File: config.mk
export PLATFORM = sky130hd
export DESIGN_NAME = mul_16
export DESIGN_NICKNAME = d
export VERILOG_FILES = /design/src/rtl/mul_16.sv
export SDC_FILE = /design/constraint.sdc
export NUM_CORES = 1
export LEC_CHECK = 0
export CORE_ASPECT_RATIO = 0.8
export CORE_MARGIN = 2
export CORE_UTILIZATION = 40
export CTS_BUF_LIST = sky130_fd_sc_hd__clkbuf_8
export CTS_CLUSTER_DIAMETER = 40
export DETAILED_ROUTE_END_ITERATION = 10
export PLACE_DENSITY_LB_ADDON = 0.12
export SETUP_SLACK_MARGIN = 0.3
export SYNTH_ARGS = -nofsm -noshare
export SYNTH_HDL_FRONTEND = slang
export SYNTH_HIERARCHICAL = 1
export SYNTH_SLANG_ARGS = --single-unit
File: constraint.sdc
create_clock -name clk -period 2.7 [get_ports clk]
set_input_delay 0.54 -clock clk [delete_from_list [all_inputs] [get_ports clk]]
set_output_delay 0.54 -clock clk [all_outputs]
set_load 0.02 [all_outputs]
File: src/rtl/mul_16.sv
// Sequential 16x16 unsigned shift-and-add multiplier with a start/busy/done handshake.
// Each RUN cycle adds the multiplicand into the upper accumulator half and shifts right once.

module adder_16 (
  input  logic [15:0] x,
  input  logic [15:0] y,
  output logic [15:0] sum
);
  assign sum = x + y;
endmodule

module mul_16 (
  input  logic        clk,
  input  logic        reset,
  input  logic        start,
  input  logic [15:0] a,
  input  logic [15:0] b,
  output logic        busy,
  output logic        done,
  output logic [31:0] product
);
  localparam logic [1:0] IDLE = 2'd0;
  localparam logic [1:0] RUN  = 2'd1;
  localparam logic [1:0] DONE = 2'd2;

  logic [1:0]  state;
  logic [15:0] m, acc_hi, acc_lo;
  logic [4:0]  cnt;
  logic [15:0] sum;
  logic        c;
  logic [15:0] hi_n, lo_n;

  adder_16 u_add (.x(acc_hi), .y(m), .sum(sum));

  // The adder drops its carry-out; recover it from the operand and sum MSBs.
  assign c = (acc_hi[15] & m[15]) | ((acc_hi[15] ^ m[15]) & ~sum[15]);

  always_comb begin
    if (acc_lo[0]) {hi_n, lo_n} = {c, sum, acc_lo[15:1]};
    else           {hi_n, lo_n} = {1'b0, acc_hi, acc_lo[15:1]};
  end

  always_ff @(posedge clk) begin
    if (reset) begin
      state   <= IDLE;
      m       <= '0;
      acc_hi  <= '0;
      acc_lo  <= '0;
      cnt     <= '0;
      product <= '0;
    end else begin
      case (state)
        IDLE, DONE: begin
          if (start) begin
            m      <= a;
            acc_lo <= b;
            acc_hi <= '0;
            cnt    <= '0;
            state  <= RUN;
          end else begin
            state  <= IDLE;
          end
        end
        RUN: begin
          acc_hi <= hi_n;
          acc_lo <= lo_n;
          cnt    <= cnt + 5'd1;
          if (cnt == 5'd15) begin
            product <= {hi_n, lo_n};
            state   <= DONE;
          end
        end
        default: state <= IDLE;
      endcase
    end
  end

  assign busy = (state == RUN);
  assign done = (state == DONE);
endmodule

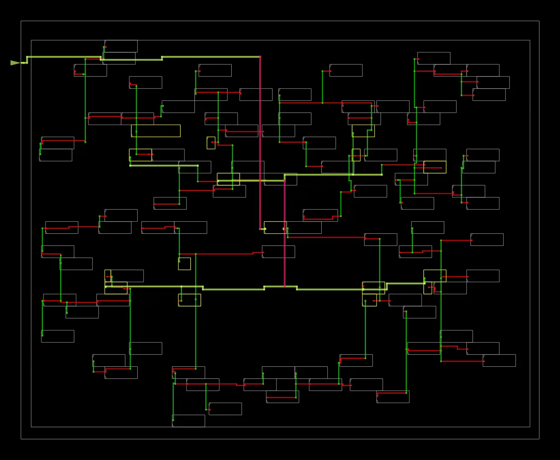
*Clock routing, run 1*
clk latency late pin: 0.36 ns
clock buf count: 9

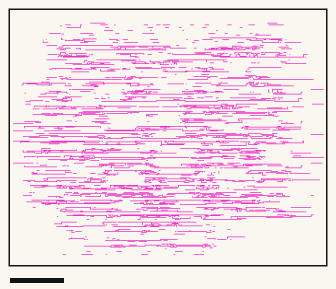
*The metal 1 layer, run 1*
Bar = 20 um.
- main direction: horizontal
- nets with wire on the layer: 506
- share of all routed wire: 51%
- wire length on this layer: 5,110 um

==> impl_metrics.ini, run 1 <==
; generated from flow reports
[layout]
fin_util = 0.521
most-common-layout-cells = 85 x dfxtp_1, 67 x clkdlybuf4s50_1, 65 x a21oi_1
n_antenna_cell = 0
layout_top_cell = dfxtp_1
buffer_area_frac = 0.154

[pwr]
top_power_group = registers
clk-power_w = 0.000883

[timing]
finalClockPeriodUsage = 0.930
slew_viol_final = 0
final.setup.tns_ns = 0
hold-worst-slack_ns = 0.468
rsz0062_at_grt = true
setup_ws_ns = 0.189
maxSlewHeadroom = 0.383

[outcome]
status = complete, no violations

[yosys]
async_flop_share = 0
synth_area_leader_cell = dfxtp_1
synth_adder_area_share = 0.0604

[min_path]
worstHoldPathCells = 2

[placed_design]
dp.cells = 621
io_buffers = 68
place_congestion = 0.898

[run]
warning_count = 28

[route]
highest_layer = met4
first_pass_iters = 4
m1WireLength_um = 5110

[global_route]
grt-ovfl-total = 0
groute.usage.overall = 0.192

[floorplanning]
fp-utilization = 0.415

[critical_path]
worstPathRequired_ns = 2.95
arrival_ns = 2.76
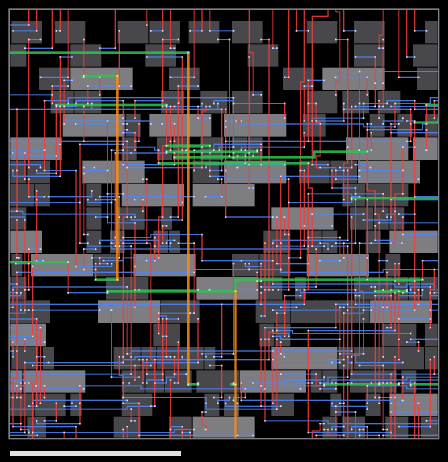
*Close-up of the layout, run 1*
Bar = 20 um. Region (33, 41) to (83, 91) um. Cells in grey, sequential cells in the stronger grey; small squares are vias.
- blue: M1
- red: M2
- orange: M4
- green: M3
- cells with their middle in the window: 139
- sequential cells in the window: 27
- netlist names of flops here include: `product` (10), `acc_lo` (8), `acc_hi` (5)
- most frequent: dfxtp_1 (25), clkdlybuf4s50_1 (22), a21oi_1 (17)

==> inputs of run 2 (changes only) <==
- PLACE_DENSITY_LB_ADDON: 0.12 -> 0.05
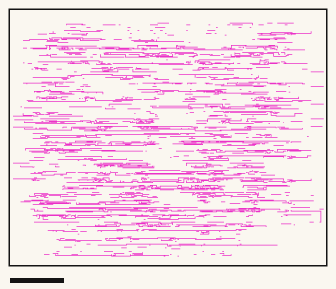
*The metal 1 layer, run 2*
Bar = 20 um.
- share of all routed wire: 53%
- longest straight run: 40.0 um
- nets with wire on the layer: 515

==> impl_metrics.ini, run 2 <==
; generated from flow reports
[timing]
rsz0062_at_grt = true
hold-worst-slack_ns = 0.421
slew_viol_final = 0
finalClockPeriodUsage = 0.899
maxSlewHeadroom = 0.395
setup_ws_ns = 0.273

[layout]
nClkBuffers = 11
n_antenna_cell = 0
layout_top_cell = dfxtp_1
fin_util = 0.520
most-common-layout-cells = 85 x dfxtp_1, 67 x a21oi_1, 66 x clkdlybuf4s50_1

[min_path]
worstHoldPathCells = 2

[yosys]
synth_adder_area_share = 0.0604
synth_area_leader_cell = dfxtp_1
async_flop_share = 0

[placed_design]
io_buffers = 68
place_congestion = 0.874

[critical_path]
worstPathRequired_ns = 2.96
arrival_ns = 2.68

[route]
highest_layer = met4

[global_route]
groute.usage.overall = 0.195
grt-ovfl-total = 0

[run]
warning_count = 28

[pwr]
clk-power_w = 0.000919
top_power_group = registers

[floorplanning]
fp-utilization = 0.415

[clock_network]
clk-insertion-delay-late_ns = 0.36

[outcome]
status = complete, no violations
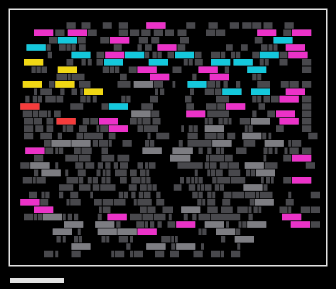
*Sequential cells grouped by signal name, run 2*
Bar = 20 um.
- yellow: `cnt` (placed flops 5)
- magenta: `product` (placed flops 32; where all over the die)
- cyan: `acc_lo` (placed flops 16)
- red: `state` (placed flops 2)
- not coloured: 32

==> inputs of run 3 (changes only) <==
- MAX_ROUTING_LAYER: unset -> met4
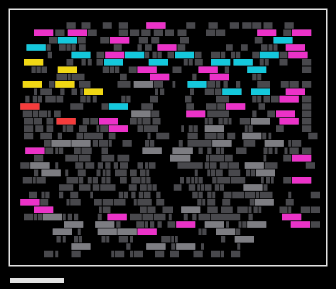
*Sequential cells grouped by signal name, run 3*
Bar = 20 um.
- red: `state` (placed flops 2)
- magenta: `product` (placed flops 32; where all over the die)
- cyan: `acc_lo` (placed flops 16)
- yellow: `cnt` (placed flops 5)

==> impl_metrics.ini, run 3 <==
; generated from flow reports
[outcome]
status = complete, no violations

[layout]
nClkBuffers = 11
flop_area_mm2 = 0.00174
fin_util = 0.520
n_antenna_cell = 0
comb-cell-share = 0.427
layout_top_cell = dfxtp_1
buffer_area_frac = 0.153
most-common-layout-cells = 85 x dfxtp_1, 67 x a21oi_1, 66 x clkdlybuf4s50_1

[yosys]
async_flop_share = 0
syn_nets = 495
synth_adder_area_share = 0.0604
synth_area_leader_cell = dfxtp_1

[critical_path]
critical_path.startpoint = m[0]
arrival_ns = 2.69
path_delay_family = AND-OR/OR-AND gates
cp_num_cells = 9
reg2reg_slack_ns = 0.27
crit_path_end = product[27]
crit_chain = ha_4 > fa_2 > a21o_4 > a311oi_4 > nor3_2 > o41ai_2 > xnor2_1 > mux2_4 > a22o_1
worstPathRequired_ns = 2.96

[timing]
maxSlewHeadroom = 0.380
setup_ws_ns = 0.270
worst_slew_pin_slew_ns = 0.929
hold-worst-slack_ns = 0.416
slew_viol_final = 0
rsz0062_at_grt = true
finalClockPeriodUsage = 0.900

[global_route]
grt-ovfl-total = 0

[floorplanning]
fp-utilization = 0.415

[min_path]
worstHoldPathCells = 2

[clock_network]
clk-insertion-delay-late_ns = 0.36

[run]
warning_count = 28

[pwr]
top_power_group = registers
p_clk_frac = 0.361

[route]
routed_wl_um = 10000
highest_layer = met4

[placed_design]
io_buffers = 68
place_congestion = 0.888
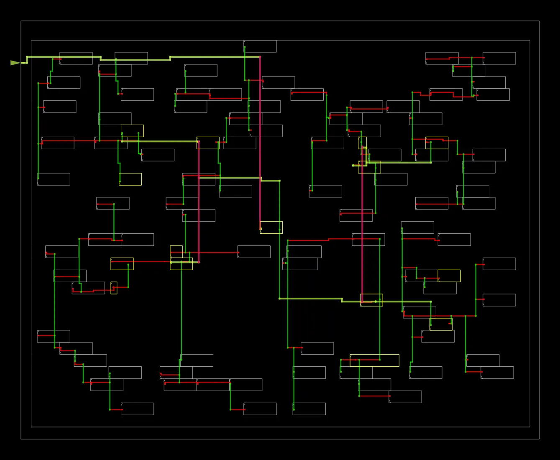
*Clock routing, run 3*
CTS buffer count: 9
Worst Skew: 0.00795 ns
Sink Count: 87
Flops: 87
clock network power: 0.000920 W

Power figures rest on the tool's default switching activity, not on a simulated workload.
